### config.mk
export PLATFORM = sky130hd
export DESIGN_NAME = hold_buffer_scheduler
export DESIGN_NICKNAME = d
export VERILOG_FILES = /design/src/rtl/hold_buffer_scheduler_pkg.sv /design/src/rtl/hold_buffer_scheduler_cmd_frame_serializer.sv /design/src/rtl/hold_buffer_scheduler.sv
export SDC_FILE = /design/constraint.sdc
export NUM_CORES = 1
export LEC_CHECK = 0
export CAP_MARGIN = 15
export CORE_MARGIN = 2
export CORE_UTILIZATION = 28
export DETAILED_ROUTE_END_ITERATION = 8
export HOLD_SLACK_MARGIN = 0.03
export PLACE_DENSITY_LB_ADDON = 0.3
export SLEW_MARGIN = 20
export SYNTH_ARGS = -nofsm -noshare
export SYNTH_HDL_FRONTEND = slang
export SYNTH_HIERARCHICAL = 1
export SYNTH_SLANG_ARGS = --single-unit
export TNS_END_PERCENT = 20
### constraint.sdc
create_clock -name clk_i -period 3.2 [get_ports clk_i]
set_input_delay 0.48 -clock clk_i [delete_from_list [all_inputs] [get_ports clk_i]]
set_output_delay 0.48 -clock clk_i [all_outputs]
set_load 0.005 [all_outputs]
### src/rtl/hold_buffer_scheduler_pkg.sv
// rtl/hold_buffer_scheduler_pkg.sv - shared FSM state and CMD frame constants
// Purpose: types and constants shared by the scheduler top and its CMD serializer.
// Ports: none (package).
package hold_buffer_scheduler_pkg;

  typedef enum logic {
    ST_IDLE = 1'b0,
    ST_SEND = 1'b1
  } state_e;

  // Every CMD frame opens with this bit so the SURF can find frame start.
  localparam logic CMD_START_BIT = 1'b1;

  // Frame: start bit, buffer number, event ID.
  function automatic int unsigned cmd_frame_len(input int unsigned buf_bits,
                                                input int unsigned evid_width);
    return 1 + buf_bits + evid_width;
  endfunction

endpackage

### src/rtl/hold_buffer_scheduler_cmd_frame_serializer.sv
// rtl/hold_buffer_scheduler_cmd_frame_serializer.sv - serialises one CMD frame MSB first
// Purpose: loads {start, buffer, event ID} on load_i and shifts it out one bit per cycle.
// Ports:
//   clk_i, rst_i     clock, synchronous active-high reset
//   load_i           start a frame (only honoured while idle)
//   buf_i, evid_i    buffer number and event ID captured on load
//   cmd_o            registered serial CMD bit
//   busy_o           high for exactly the frame cycles
module hold_buffer_scheduler_cmd_frame_serializer
  import hold_buffer_scheduler_pkg::*;
#(
  parameter int BUF_BITS   = 2,
  parameter int EVID_WIDTH = 32
) (
  input  logic                  clk_i,
  input  logic                  rst_i,
  input  logic                  load_i,
  input  logic [BUF_BITS-1:0]   buf_i,
  input  logic [EVID_WIDTH-1:0] evid_i,
  output logic                  cmd_o,
  output logic                  busy_o
);

  localparam int FRAME_LEN = cmd_frame_len(BUF_BITS, EVID_WIDTH);
  localparam int CNT_W     = $clog2(FRAME_LEN);
  localparam logic [CNT_W-1:0] LAST_CNT = CNT_W'(FRAME_LEN - 1);

  state_e               state_q, state_d;
  logic [FRAME_LEN-1:0] shift_q, shift_d;
  logic [CNT_W-1:0]     cnt_q, cnt_d;

  // The shifter fills with zeros, so after FRAME_LEN shifts it is empty and
  // cmd_o settles back to 0 without a separate idle-value mux.
  always_comb begin
    state_d = state_q;
    shift_d = shift_q;
    cnt_d   = cnt_q;
    if (state_q == ST_IDLE) begin
      if (load_i) begin
        shift_d = {CMD_START_BIT, buf_i, evid_i};
        cnt_d   = '0;
        state_d = ST_SEND;
      end
    end else begin
      shift_d = {shift_q[FRAME_LEN-2:0], 1'b0};
      if (cnt_q == LAST_CNT) begin
        cnt_d   = '0;
        state_d = ST_IDLE;
      end else begin
        cnt_d = cnt_q + 1'b1;
      end
    end
  end

  always_ff @(posedge clk_i) begin
    if (rst_i) begin
      state_q <= ST_IDLE;
      shift_q <= '0;
      cnt_q   <= '0;
    end else begin
      state_q <= state_d;
      shift_q <= shift_d;
      cnt_q   <= cnt_d;
    end
  end

  assign cmd_o  = shift_q[FRAME_LEN-1];
  assign busy_o = (state_q == ST_SEND);

endmodule

### src/rtl/hold_buffer_scheduler.sv
// rtl/hold_buffer_scheduler.sv - round-robin HOLD allocation and CMD event notification
// Purpose: accepts triggers, holds the next free analog buffer, announces it on CMD,
//          and releases held buffers in FIFO order on clear-event.
// Ports:
//   clk_i, rst_i               clock, synchronous active-high reset
//   trig_i, evid_i, disable_i  trigger request, event ID, master disable
//   clr_evt_i                  release the oldest held buffer
//   hold_o                     per-buffer HOLD levels
//   cmd_o, cmd_busy_o          serial CMD bit and frame-in-progress flag
//   occupancy_o, next_buf_o    held count and buffer for the next trigger
//   full_o                     all buffers held
//   trig_accept_o, trig_drop_o per-trigger accept/refuse pulses
module hold_buffer_scheduler
  import hold_buffer_scheduler_pkg::*;
#(
  parameter int NBUF       = 4,
  parameter int BUF_BITS   = 2,
  parameter int EVID_WIDTH = 32
) (
  input  logic                  clk_i,
  input  logic                  rst_i,
  input  logic                  trig_i,
  input  logic [EVID_WIDTH-1:0] evid_i,
  input  logic                  disable_i,
  input  logic                  clr_evt_i,
  output logic [NBUF-1:0]       hold_o,
  output logic                  cmd_o,
  output logic                  cmd_busy_o,
  output logic [BUF_BITS:0]     occupancy_o,
  output logic [BUF_BITS-1:0]   next_buf_o,
  output logic                  full_o,
  output logic                  trig_accept_o,
  output logic                  trig_drop_o
);

  localparam logic [BUF_BITS:0] OCC_FULL = (BUF_BITS + 1)'(NBUF);

  logic [NBUF-1:0]     hold_q, hold_d;
  logic [BUF_BITS-1:0] wr_ptr_q, wr_ptr_d;
  logic [BUF_BITS-1:0] rd_ptr_q, rd_ptr_d;
  logic [BUF_BITS:0]   occ_q, occ_d;
  logic                do_clr;

  assign full_o = (occ_q == OCC_FULL);

  // Accept and clear never target the same buffer: that would need wr==rd
  // with occupancy>0, which only happens when full, and full blocks accept.
  always_comb begin
    hold_d   = hold_q;
    wr_ptr_d = wr_ptr_q;
    rd_ptr_d = rd_ptr_q;
    occ_d    = occ_q;

    trig_accept_o = trig_i & ~disable_i & ~full_o & ~cmd_busy_o;
    trig_drop_o   = trig_i & ~trig_accept_o;
    do_clr        = clr_evt_i & (occ_q != '0);

    if (do_clr) begin
      hold_d[rd_ptr_q] = 1'b0;
      rd_ptr_d         = rd_ptr_q + 1'b1;
    end
    if (trig_accept_o) begin
      hold_d[wr_ptr_q] = 1'b1;
      wr_ptr_d         = wr_ptr_q + 1'b1;
    end

    if (trig_accept_o && !do_clr) begin
      occ_d = occ_q + 1'b1;
    end else if (do_clr && !trig_accept_o) begin
      occ_d = occ_q - 1'b1;
    end
  end

  always_ff @(posedge clk_i) begin
    if (rst_i) begin
      hold_q   <= '0;
      wr_ptr_q <= '0;
      rd_ptr_q <= '0;
      occ_q    <= '0;
    end else begin
      hold_q   <= hold_d;
      wr_ptr_q <= wr_ptr_d;
      rd_ptr_q <= rd_ptr_d;
      occ_q    <= occ_d;
    end
  end

  hold_buffer_scheduler_cmd_frame_serializer #(
    .BUF_BITS  (BUF_BITS),
    .EVID_WIDTH(EVID_WIDTH)
  ) u_cmd_ser (
    .clk_i (clk_i),
    .rst_i (rst_i),
    .load_i(trig_accept_o),
    .buf_i (wr_ptr_q),
    .evid_i(evid_i),
    .cmd_o (cmd_o),
    .busy_o(cmd_busy_o)
  );

  assign hold_o      = hold_q;
  assign occupancy_o = occ_q;
  assign next_buf_o  = wr_ptr_q;

endmodule

Run 1, logic cells by family:
(4 px per µm)
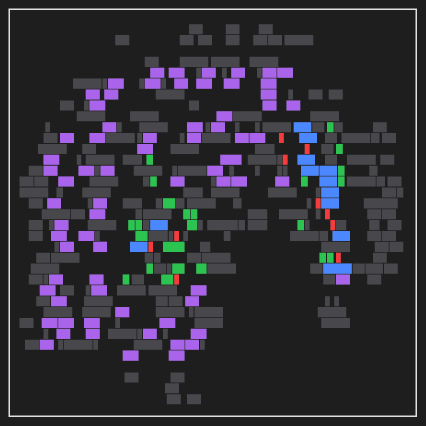
legend:
  adder and majority cells:
    colour: blue
    cells: 12
  multiplexers:
    colour: purple
    cells: 70
  inverters:
    colour: red
    cells: 10
  inverting AOI/OAI gates:
    colour: green
    cells: 23

Run 1, zoomed window:
Region (31, 51) to (71, 91) µm. Cells in grey, sequential cells in the stronger grey; small squares are vias.
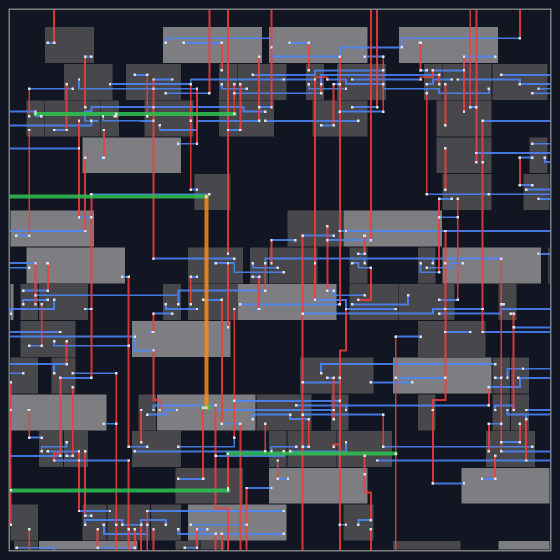
legend:
  metal 3:
    colour: green
  metal 2:
    colour: red
  metal 4:
    colour: orange
  metal 1:
    colour: blue
cells with their middle in the window: 75
sequential cells in the window: 16
netlist names of flops here include: `u_cmd_ser/shift_q` (12), `next_buf_o` (2), `u_cmd_ser/cnt_q` (2)
most frequent: dfxtp_1 (16), nor2_1 (15), mux2i_1 (14)

Run 1, met2 routing:
(3 px per µm) Cells faint in the background.
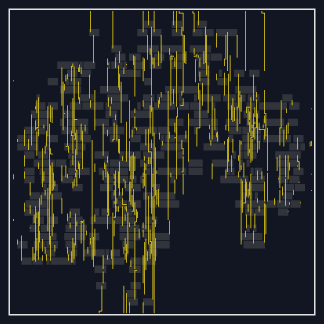
wire length on this layer: 2510 µm
share of all routed wire: 48%
longest straight run: 42.8 µm
main direction: vertical

==> job_summary.md, run 1 <==
### Flow metrics

| Metric | Value |
|---|---|
| IR drop worst, VDD | `roughly 0.20 mV` |
| Fraction of final layout cells sized beyond drive strength 1 | `0.180` |
| Remaining max-slew budget at the tightest pin | `0.316` |
| Tally of filler cells in the layout | `roughly 940` |
| Number of nets at floorplan | `312` |
| Final critical-path required period | `between 2 and 2.5 ns` |
| Final Routed Wirelength | `about 5200 µm` |
| Slew at the pin closest to its max-slew limit | `~1 ns` |
| Total placed instance area | `between 3000 and 4000 µm²` |
| Total placed cells including tap cells | `~430` |
| Launch point of the critical path | `disable_i` |
| Number of cells traversed by the worst register-to-register path | `7` |
| Post-route total power | `1630 µW` |
| Cell taking the most area after synthesis | `sky130_fd_sc_hd__dfxtp_1` |
| First drt pass iteration count | `4` |
| Area overhead of the layout relative to synthesis | `25.7%` |
| Arrival time reported for the critical path endpoint | `approximately 1.9 ns` |
| Worst setup SP type | `primary input` |
| Share of the synthesized area in the top cell type | `0.400` |
| Crit path capture type | `output port` |
| Proportion of synthesized chip area in sequential cells | `0.400` |
| Switching part of the total | `0.284` |
| CTS-repair resized insts | `0` |
| Synth Area in Adders | `0.0594` |
| Placeable core region | `9240 µm²` |
| Final RePlAce weighted congestion | `0.698` |
| Initial cell density of the core | `0.287` |
| Number of global-route vias before repair | `1929` |
| Area of the multi-input gates | `1480 µm²` |
| Number of enable flip-flop cells | `0` |
| Wire length of the first global-routing pass | `approximately 8700 µm` |
| Worst min-delay path startpoint | `u_cmd_ser/shift_q[13]` |
| Worst path required time | `about 2.7 ns` |
| Via density per instance | `between 4 and 5` |
| Maximum buffer depth of the clock tree | `2` |
| Maximum clock skew at final layout | `0.00660 ns` |
| Most instantiated flip-flop cell in the synthesis netlist | `sky130_fd_sc_hd__dfxtp_1` |
| Xor and xnor fraction of the mapped netlist area | `0.00660` |
| Leakage | `between 0.001 and 0.0015 µW` |
| Chip Height | `101 µm` |
| Final HPWL DP | `around 3500 µm` |
| Number of setup buffers added after CTS | `0` |
| Width of the die | `just over 100 µm` |
| Number of buffers added to fix hold violations after cts | `0` |
| Number of inserted diodes | `0` |
| Clock latency on the worst-skew pair | `0.29 ns` |
| Register bit count reported by yosys | `~53` |
| Clk pwr share | `0.228` |
| Buffer type at the clock tree root | `sky130_fd_sc_hd__clkbuf_8` |
| Total setup violations reported at the end of the flow | `0` |
| Power density normalized to cell area | `about 490 nW/µm²` |
| Yosys stat cell total | `about 260` |
| Maximum net fanout on the critical path | `4` |
| Cell count after synthesis | `between 200 and 300` |
| Cell types with the largest area share after synthesis | `sky130_fd_sc_hd__dfxtp_1 (40%), sky130_fd_sc_hd__mux2_2 (14%), sky130_fd_sc_hd__mux2i_1 (14%)` |
| Path type of the worst setup path | `primary input to output port` |
| Number of standard cells in the final layout excluding fillers | `approximately 440` |
| Synth warn | `6` |
| Post-layout net count | `roughly 360` |
| Post-synthesis async set-or-reset flop share | `0` |
| Standard-cell row count | `35` |
| Syn_area_per_cell | `around 10 µm²` |
| Core occupancy in the finished layout | `0.361` |
| Hold Path Depth | `2` |
| Distinct cell type count of the synthesized netlist | `35` |
| WHS | `0.499 ns` |
| Antenna Violating Nets Remaining | `0` |
| Number of antenna violations at the first check in global routing | `0` |
| Post-route design area | `3340 µm²` |
| Area of the mapped netlist | `2660 µm²` |
| Slew Viols, Final | `0` |
| Count of warning messages emitted by the tools | `33` |
| Result of the run | `complete, no violations` |
| Sequential Power Share | `0.493` |
| Sequential cell area | `between 1000 and 1500 µm²` |
| Yosys synthesis chip area | `roughly 2700 µm²` |
| Complex Gates by Area | `0.0745` |
| Clock-pin transition on the worst setup and hold timing paths | `0.09 ns` |
| Cycle use final | `0.744` |
| Combinational cell fraction of total power | `0.279` |
| WL/cell | `roughly 12 µm` |
| Comb area leader | `multiplexers` |
| Io pins | `about 50` |
| Clock Sinks | `~53` |
| TritonCTS buffer count | `5` |
| Number of vias after detailed routing | `about 1900` |
| Setup ws final | `0.820 ns` |
| Max-capacitance violation count | `0` |
| RSZ-0062 raised after global routing | `false` |
| Portion of netlist area occupied by mux cells | `0.281` |
| Fmax | `~420 MHz` |
| DRC violation count after routing | `0` |
| Class of the most critical hold timing path | `flip-flop to flip-flop` |
| Die footprint | `approximately 10000 µm²` |
| Maximum number of pins on one net before global-route repair | `58` |
| Switching power of the nets | `464 µW` |
| Internal power summed over all cells | `roughly 1200 µW` |
| Worst reg2reg startpoint | `u_cmd_ser/busy_o` |
| Setup TNS | `0 ns` |
| Post-synthesis share of cell area spent on and, or, nand and nor gates | `0.135` |
| Quantity of I/O buffers inserted on ports | `50` |
| Overflow after GRT | `0` |
| Starting DRC count in detailed routing | `62` |
| Number of hold violations in the final report | `0` |
| Worst setup slack after placement | `roughly 0.57 ns` |
| Clock tree from TritonCTS | `yes` |
| # H-tree levels | `2` |
| Overall Global Routing Usage | `0.103` |
-- run 1: cells in the mapped netlist, types with 4 or more instances --
library cell and instances:
sky130_fd_sc_hd__mux2i_1 36, sky130_fd_sc_hd__a21oi_1 11, sky130_fd_sc_hd__nor2_1 40, sky130_fd_sc_hd__dfxtp_1 53, sky130_fd_sc_hd__ha_1 11, sky130_fd_sc_hd__o21ai_0 5, sky130_fd_sc_hd__inv_1 10, sky130_fd_sc_hd__a31o_2 4
sky130_fd_sc_hd__mux2_2 33, sky130_fd_sc_hd__nand2b_1 4, sky130_fd_sc_hd__nand2_1 7, sky130_fd_sc_hd__buf_2 8, sky130_fd_sc_hd__nor3_1 5, sky130_fd_sc_hd__clkbuf_1 6
-- run 1: cells in the final DEF, fill, tap and decap left out, types with 3 or more instances in the layout --
cell type                         count
sky130_fd_sc_hd__nand3_1              3
sky130_fd_sc_hd__nor2b_1              3
sky130_fd_sc_hd__dfxtp_1             52
sky130_fd_sc_hd__nor3_1               5
sky130_fd_sc_hd__ha_1                11
sky130_fd_sc_hd__nor2_1              40
sky130_fd_sc_hd__a21oi_1             11
sky130_fd_sc_hd__clkdlybuf4s50_1     49
sky130_fd_sc_hd__a31o_2               4
sky130_fd_sc_hd__mux2_2              33
sky130_fd_sc_hd__mux2i_1             36
sky130_fd_sc_hd__nand2_1              7
sky130_fd_sc_hd__clkbuf_8             6
sky130_fd_sc_hd__nand2b_1             4
sky130_fd_sc_hd__o21ai_0              5
sky130_fd_sc_hd__inv_1               10
-- run 1: power by group through the flow --
stage                     combinational (µW)  sequential (µW)  clock [µW]
after CTS                                463              806         395
final                                    456              804         372
after global placement                   455              818           0
after floorplan                          328              795           0
after detailed placement                 460              821           0
after global routing                     512              818         418
-- run 1: worst max-delay path, stage by stage --
cell,delay (ns)
sky130_fd_sc_hd__clkdlybuf4s50_1,0.44
sky130_fd_sc_hd__nor4b_4,0.33
sky130_fd_sc_hd__and2b_1,0.22
sky130_fd_sc_hd__clkdlybuf4s50_1,0.43
-- run 1: flip-flops by register name (all words and copies together) (netlist names) --
register,flops
rd_ptr_q,2
u_cmd_ser/shift_q,35
hold_o,4
u_cmd_ser/cnt_q,6
next_buf_o,2
occupancy_o,3
u_cmd_ser/busy_o,1
-- run 1: cell type report --
cell class,instances,share of cell area
Multi-Input combinational cell,184,0.443
Timing Repair Buffer,52,0.153
Clock buffer,7,0.0259
Inverter,10,0.0112
Sequential cell,53,0.318
Tap cell,129,0.0484
-- run 1: final timing paths --
path / end / slack (ns)
max: trig_drop_o / 0.82
min: u_cmd_ser/shift_q[14] / 0.50
max reg2reg: occupancy_o[2] / 0.97
min reg2reg: u_cmd_ser/shift_q[14] / 0.50
-- run 1: layer usage --
layer,share of wire,wire length [µm],global-route usage
met1,0.46,2400,0.131
met2,0.48,2510,0.179
met3,0.049,253,0.0248
met4,0.0029,15,0.0218
met5,0,0,0
-- run 1: cell families (layout without fill, tap and decap cells) --
group	Yosys count	in the layout
AOI/OAI and AO/OA	29	29
xor gates and xnor gates	2	2
adders and majority gates	12	12
buffers and inverters	26	69
DFF	53	53
muxes	70	70
and+or+nand+nor	71	71
==> run 1 -> run 2 <==
- clock period: 3.2 -> 2 ns (I/O delays scaled with it)
Run 2, zoomed window:
Region (31, 51) to (71, 91) µm. Cells in grey, sequential cells in the stronger grey; small squares are vias.
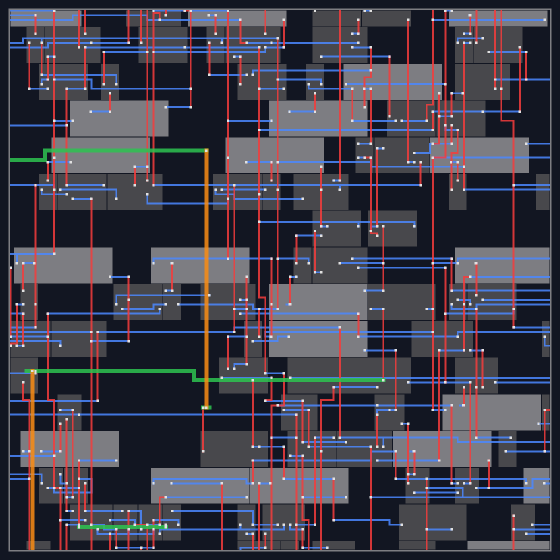
legend:
  metal 4:
    colour: orange
  metal 3:
    colour: green
  metal 2:
    colour: red
  metal 1:
    colour: blue
cells with their middle in the window: 77
sequential cells in the window: 16
netlist names of flops here include: `u_cmd_ser/shift_q` (11), `u_cmd_ser/cnt_q` (3)
most frequent: dfxtp_1 (16), mux2i_1 (14), nor2_1 (14)

==> run 2 against run 1 <==
The run now ends with negative setup slack left. Register-to-register slack lost 1.0 ns. Synthesized area is the same. Clock power grew 67%. Design area grew 5.3%.
==> job_summary.md, run 2 <==
### Flow metrics

| Metric | Value |
|---|---|
| Overall Global Routing Usage | `0.103` |
| Highest-count logic cell in the final layout | `sky130_fd_sc_hd__dfxtp_1` |
| Core occupancy in the finished layout | `0.380` |
| Wire length of the first global-routing pass | `about 8700 µm` |
| Cycle use final | `1.02` |
| RSZ-0062 raised after global routing | `true` |
| Clock Sinks | `approximately 53` |
| Io pins | `around 51` |
| Post-route total power | `between 2000 and 3000 µW` |
| Proportion of synthesized chip area in sequential cells | `0.400` |
| Width of the die | `101 µm` |
| Combinational cell fraction of total power | `0.320` |
| Synth warn | `6` |
| Cell types with the largest area share after synthesis | `sky130_fd_sc_hd__dfxtp_1 (40%), sky130_fd_sc_hd__mux2_2 (14%), sky130_fd_sc_hd__mux2i_1 (14%)` |
| IR drop worst, VDD | `around 0.34 mV` |
| Worst path required time | `~2.2 ns` |
| Post-layout net count | `368` |
| Fmax | `approximately 500 MHz` |
| Via density per instance | `4.43` |
| Remaining max-slew budget at the tightest pin | `0.790` |
| Wire length the detailed router placed on met1 | `2730 µm` |
| Top Layer Used | `met4` |
| DRC violation count after routing | `0` |
| Chip Height | `around 100 µm` |
| Result of the run | `finished with violations` |
| Starting DRC count in detailed routing | `~86` |
| Number of global-route vias before repair | `1918` |
| Number of vias after detailed routing | `around 2000` |
| Leakage | `roughly 0.0013 µW` |
| Final Routed Wirelength | `5450 µm` |
| Buffer type at the clock tree root | `sky130_fd_sc_hd__clkbuf_8` |
| Final RePlAce weighted congestion | `roughly 0.76` |
| Cell taking the most area after synthesis | `sky130_fd_sc_hd__dfxtp_1` |
| Switching power of the nets | `~810 µW` |
| Total setup violations reported at the end of the flow | `1` |
| # H-tree levels | `2` |
| Area overhead of the layout relative to synthesis | `32.3%` |
| Clock-pin transition on the worst setup and hold timing paths | `~0.090 ns` |
| Internal power summed over all cells | `approximately 2000 µW` |
| WL/cell | `~12 µm` |
| Maximum clock skew at final layout | `approximately 0.0063 ns` |
| Number of inserted diodes | `0` |
| Arrival time reported for the critical path endpoint | `around 2.3 ns` |
| Worst setup SP type | `flip-flop` |
| Post-synth top cells | `sky130_fd_sc_hd__dfxtp_1 (53), sky130_fd_sc_hd__nor2_1 (40), sky130_fd_sc_hd__mux2i_1 (36)` |
| Path type of the worst setup path | `flip-flop to flip-flop` |
| Violated checks | `negative setup slack` |
| Power density normalized to cell area | `just under 800 nW/µm²` |
| Met3 WL post-DR | `285 µm` |
| Syn_area_per_cell | `roughly 10 µm²` |
| Count of warning messages emitted by the tools | `36` |
| Setup TNS | `-0.0456 ns` |
| Top cells excl fill/tap | `sky130_fd_sc_hd__dfxtp_1 (49), sky130_fd_sc_hd__clkdlybuf4s50_1 (46), sky130_fd_sc_hd__nor2_1 (40)` |
| Clk pwr share | `0.224` |
| Share of the synthesized area in the top cell type | `0.400` |
| Switching part of the total | `0.290` |
| Final critical-path required period | `between 2 and 2.5 ns` |
| Cell count after synthesis | `roughly 260` |
| Maximum number of pins on one net before global-route repair | `roughly 53` |
| Number of enable flip-flop cells | `0` |
| Distinct cell type count of the synthesized netlist | `35` |
| Placeable core region | `about 9000 µm²` |
| Total placed instance area | `3350 µm²` |
| Maximum net fanout on the critical path | `3` |
| Overflow after GRT | `0` |
| Register bit count reported by yosys | `approximately 53` |
| Crit path capture type | `flip-flop` |
| Slew Viols, Final | `0` |
| Sequential Power Share | `0.457` |
| Most instantiated flip-flop cell in the synthesis netlist | `sky130_fd_sc_hd__dfxtp_1` |
| Number of nets at floorplan | `312` |
| Post-synthesis async set-or-reset flop share | `0` |
| Area of the mapped netlist | `between 2000 and 3000 µm²` |
| Standard-cell row count | `35` |
| Number of buffers added to fix hold violations after cts | `0` |
| Antenna Violating Nets Remaining | `0` |
| Quantity of I/O buffers inserted on ports | `50` |
| Worst setup slack after placement | `-0.272 ns` |
| Post-route design area | `~3500 µm²` |
| Setup ws final | `-0.0456 ns` |
| Number of hold violations in the final report | `0` |
| Most frequent cell after synthesis | `sky130_fd_sc_hd__dfxtp_1` |
| Final HPWL DP | `between 3000 and 4000 µm` |
| Clock tree from TritonCTS | `yes` |
| Initial cell density of the core | `0.287` |
| Yosys stat cell total | `263` |
| Register with the most flip-flops | `u_cmd_ser/shift_q` |
[run 2: metrics by stage]
stage / hold slack, ns / std cells
6_report: 0.339 / 448
5_1_grt: 0.346 / 448
4_1_cts: 0.334 / 447
3_5_place_dp: 0.484 / 437
3_3_place_gp: 0.464 / 437
2_1_floorplan: 0.459 / 263
[run 2: routing by layer]
metal,up-vias,global-route usage
met2,41,0.173
met1,924,0.130
met3,4,0.0297
li1,1017,-
met4,0,0.0281
met5,-,0
[run 2: worst max-delay path, stage by stage, from the launching register on]
cell                      delay [ns]
sky130_fd_sc_hd__dfxtp_2        0.34
sky130_fd_sc_hd__nor3b_4        0.16
sky130_fd_sc_hd__nor4b_4        0.23
sky130_fd_sc_hd__buf_4          0.16
sky130_fd_sc_hd__ha_4           0.12
sky130_fd_sc_hd__inv_1          0.04
sky130_fd_sc_hd__fa_2           0.33
sky130_fd_sc_hd__xor2_1         0.15
sky130_fd_sc_hd__or3_1          0.31
sky130_fd_sc_hd__a21oi_1        0.14
[run 2: cells by family (layout without fill, tap and decap cells)]
group	Yosys count	in the layout	synth area share
AOI/OAI and AO/OA	29	29	0.0745
xor gates and xnor gates	2	2	0.00660
adders and majority gates	12	12	0.0594
buffers and inverters	26	82	0.0434
DFF	53	53	0.400
muxes	70	70	0.281
and+or+nand+nor	71	71	0.135
[run 2: final cells by class]
| class | instances | area [µm²] |
|---|---|---|
| clock inverters | 1 | 7.51 |
| flip-flops and latches | 53 | 1070 |
| inverters | 10 | 37.5 |
| repair buffers | 65 | 658 |
| fillers | 955 | 5730 |
| multi-input cells | 184 | 1500 |
| clock buffers | 6 | 82.6 |
| well taps | 129 | 161 |
[run 2: final timing paths]
kind                                             from                    end  slack, ns  depth (start not counted)
worst max-delay path                   occupancy_o[2]         occupancy_o[2]      -0.05                          9
worst min-delay path                            rst_i         occupancy_o[0]       0.34                          2
worst max register to register         occupancy_o[2]         occupancy_o[2]      -0.05                          9
worst min register to register  u_cmd_ser/shift_q[19]  u_cmd_ser/shift_q[20]       0.50                          2
[run 2: timing repair]
| item | 4_1_cts | 5_1_grt |
|---|---|---|
| pin swaps | 1 | 2 |
| endpoints found under the setup margin | 4 | 34 |
| gates cloned | 0 | 1 |
| resized | 5 | 4 |
| setup buffers | 3 | 0 |
[run 2: power groups by stage]
stage | combinational, µW | clock (µW) | sequential (µW)
CTS | 855 | 651 | 1270
floorplan | 534 | 0 | 1280
global route | 977 | 696 | 1290
finish | 888 | 621 | 1270
detailed placement | 835 | 0 | 1290
global placement | 825 | 0 | 1290
==> run 2 -> run 3 <==
- CAP_MARGIN: 15 -> 40
Run 3, zoomed window:
Region (31, 51) to (71, 91) µm. Cells in grey, sequential cells in the stronger grey; small squares are vias.
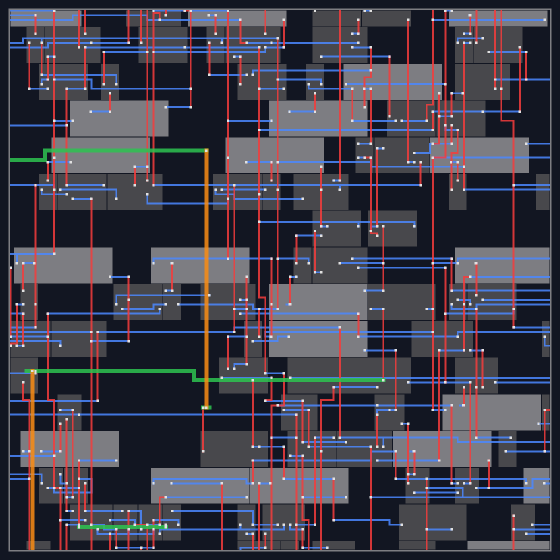
legend:
  metal 1:
    colour: blue
  metal 3:
    colour: green
  metal 2:
    colour: red
  metal 4:
    colour: orange
cells with their middle in the window: 77
netlist names of flops here include: `u_cmd_ser/shift_q` (11), `u_cmd_ser/cnt_q` (3)
sequential cells in the window: 16
most frequent: dfxtp_1 (16), mux2i_1 (14), nor2_1 (14)

==> run 3 against run 2 <==
The flow still finishes with violations (negative setup slack). Largest cell class unchanged. Count of clock-buffer cells in the layout did not move. Design area did not move. Core utilization did not move. Via count did not move. Critical endpoint unchanged. Synthesized area did not move. Setup slack did not move. Largest power group unchanged.
==> job_summary.md, run 3 <==
### Flow metrics

| Metric | Value |
|---|---|
| Result of the run | `finished with violations` |
| Violated checks | `negative setup slack` |
| Number of nets at floorplan | `about 310` |
| IR drop worst, VDD | `between 0.3 and 0.4 mV` |
| Synth warn | `6` |
| Worst min-delay path startpoint | `rst_i` |
| Highest-count logic cell in the final layout | `sky130_fd_sc_hd__dfxtp_1` |
| Fmax | `just under 500 MHz` |
| Clock Sinks | `between 50 and 60` |
| Overflow after GRT | `0` |
| Met1 capacity usage during global routing | `0.130` |
| Most frequent cell after synthesis | `sky130_fd_sc_hd__dfxtp_1` |
| Quantity of I/O buffers inserted on ports | `50` |
| # H-tree levels | `2` |
| Wire length of the first global-routing pass | `about 8700 µm` |
| Final HPWL DP | `between 3000 and 4000 µm` |
| Post-layout net count | `368` |
| Worst setup SP type | `flip-flop` |
| Arrival time reported for the critical path endpoint | `2.28 ns` |
| Number of inserted diodes | `0` |
| Maximum buffer depth of the clock tree | `2` |
| Cell count after synthesis | `between 200 and 300` |
| Area of the mapped netlist | `about 2700 µm²` |
| Flip-flop count of the largest register, all copies and words added | `35` |
| Setup ws final | `-0.0456 ns` |
| Slew Viols, Final | `0` |
| Final critical-path required period | `slightly above 2 ns` |
| Setup TNS | `-0.0456 ns` |
| Register with the most flip-flops | `u_cmd_ser/shift_q` |
| Proportion of synthesized chip area in sequential cells | `0.400` |
| Syn_area_per_cell | `between 10 and 15 µm²` |
| Via density per instance | `roughly 4.4` |
| Total setup violations reported at the end of the flow | `1` |
| Worst reg2reg startpoint | `occupancy_o[2]` |
| Share of the synthesized area in the top cell type | `0.400` |
| Core occupancy in the finished layout | `0.380` |
| Clock-pin transition on the worst setup and hold timing paths | `about 0.09 ns` |
| Launch point of the critical path | `occupancy_o[2]` |
| WHS | `0.339 ns` |
| Leakage | `approximately 0.0013 µW` |
| Cell types with the largest area share after synthesis | `sky130_fd_sc_hd__dfxtp_1 (40%), sky130_fd_sc_hd__mux2_2 (14%), sky130_fd_sc_hd__mux2i_1 (14%)` |
| Worst setup slack after placement | `-0.272 ns` |
| Final Routed Wirelength | `about 5500 µm` |
| Width of the die | `around 100 µm` |
| Worst path required time | `2.23 ns` |
| Register bit count reported by yosys | `approximately 53` |
| Starting DRC count in detailed routing | `between 80 and 90` |
| Final RePlAce weighted congestion | `0.764` |
| Fraction of final layout cells sized beyond drive strength 1 | `0.235` |
| Overall Global Routing Usage | `0.103` |
| Delay of the slowest cell on the worst path | `around 0.34 ns` |
| RSZ-0062 raised after global routing | `true` |
| Max-capacitance violation count | `0` |
| Total placed instance area | `approximately 3300 µm²` |
| Slowest stage cell, crit path | `sky130_fd_sc_hd__dfxtp_2` |
| TritonCTS buffer count | `5` |
| Yosys synthesis chip area | `2660 µm²` |
| Power density normalized to cell area | `791 nW/µm²` |
| Die footprint | `~10000 µm²` |
| Distinct cell type count of the synthesized netlist | `35` |
| Number of enable flip-flop cells | `0` |
| Area overhead of the layout relative to synthesis | `32.3%` |
| Maximum number of pins on one net before global-route repair | `between 50 and 60` |
| Remaining max-slew budget at the tightest pin | `0.790` |
| Number of global-route vias before repair | `between 1500 and 2000` |
## run 3: cell counts after synthesis
No cell type changed its count.
## run 3: layout make-up
class / count / area, µm²
Clock buffer: 6 / 82.6
Clock inverter: 1 / 7.51
Fill cell: 955 / 5730
Inverter: 10 / 37.5
Multi-Input combinational cell: 184 / 1500
Sequential cell: 53 / 1070
Tap cell: 129 / 161
Timing Repair Buffer: 65 / 658
## run 3: cell families after synthesis
| group | synth area share |
|---|---|
| and+or+nand+nor | 0.135 |
| muxes | 0.281 |
| DFF | 0.400 |
| AOI/OAI and AO/OA | 0.0745 |
| buffers and inverters | 0.0434 |
| adders and majority gates | 0.0594 |
| xor gates and xnor gates | 0.00660 |
## run 3: how the worst min path moves through the flow
stage                            end
5_1_grt               occupancy_o[0]
3_3_place_gp   u_cmd_ser/shift_q[14]
2_1_floorplan  u_cmd_ser/shift_q[10]
6_report              occupancy_o[0]
3_5_place_dp   u_cmd_ser/shift_q[20]
4_1_cts               occupancy_o[0]
## run 3: through the flow
stage,power (µW),instances
6_report,2780,448
5_1_grt,2960,448
4_1_cts,2780,447
3_5_place_dp,2130,437
3_3_place_gp,2120,437
2_1_floorplan,1820,263
## run 3: where the power goes
group,internal (µW),leakage [µW],switching (µW)
clock,275,0.0000433,346
sequential,1180,0.000433,91.7
combinational,520,0.000861,368
total,1970,0.00134,807
## run 3: worst max-delay path, delay by kind of cell (launching register included)
kind            cells  cell delay, ns
compound gates      1            0.14
simple gates        3            0.70
flops               1            0.34
xor+xnor            1            0.15
buf+inv             2            0.20
fa+ha+maj           2            0.45
## run 3: timing repair
| action | 4_1_cts | 5_1_grt |
|---|---|---|
| setup endpoints to repair | 4 | 34 |
| buffers inserted | 3 | 0 |
| cloned | 0 | 1 |
| resized | 5 | 4 |
| pin swaps | 1 | 2 |
## run 3: routing by layer
metal | wire length, µm | up-vias
met5 | 0 | -
met4 | 42 | 0
met3 | 285 | 4
met2 | 2390 | 41
met1 | 2730 | 924
li1 | - | 1017
No activity file was given, so power comes from the tool's default toggle rates.
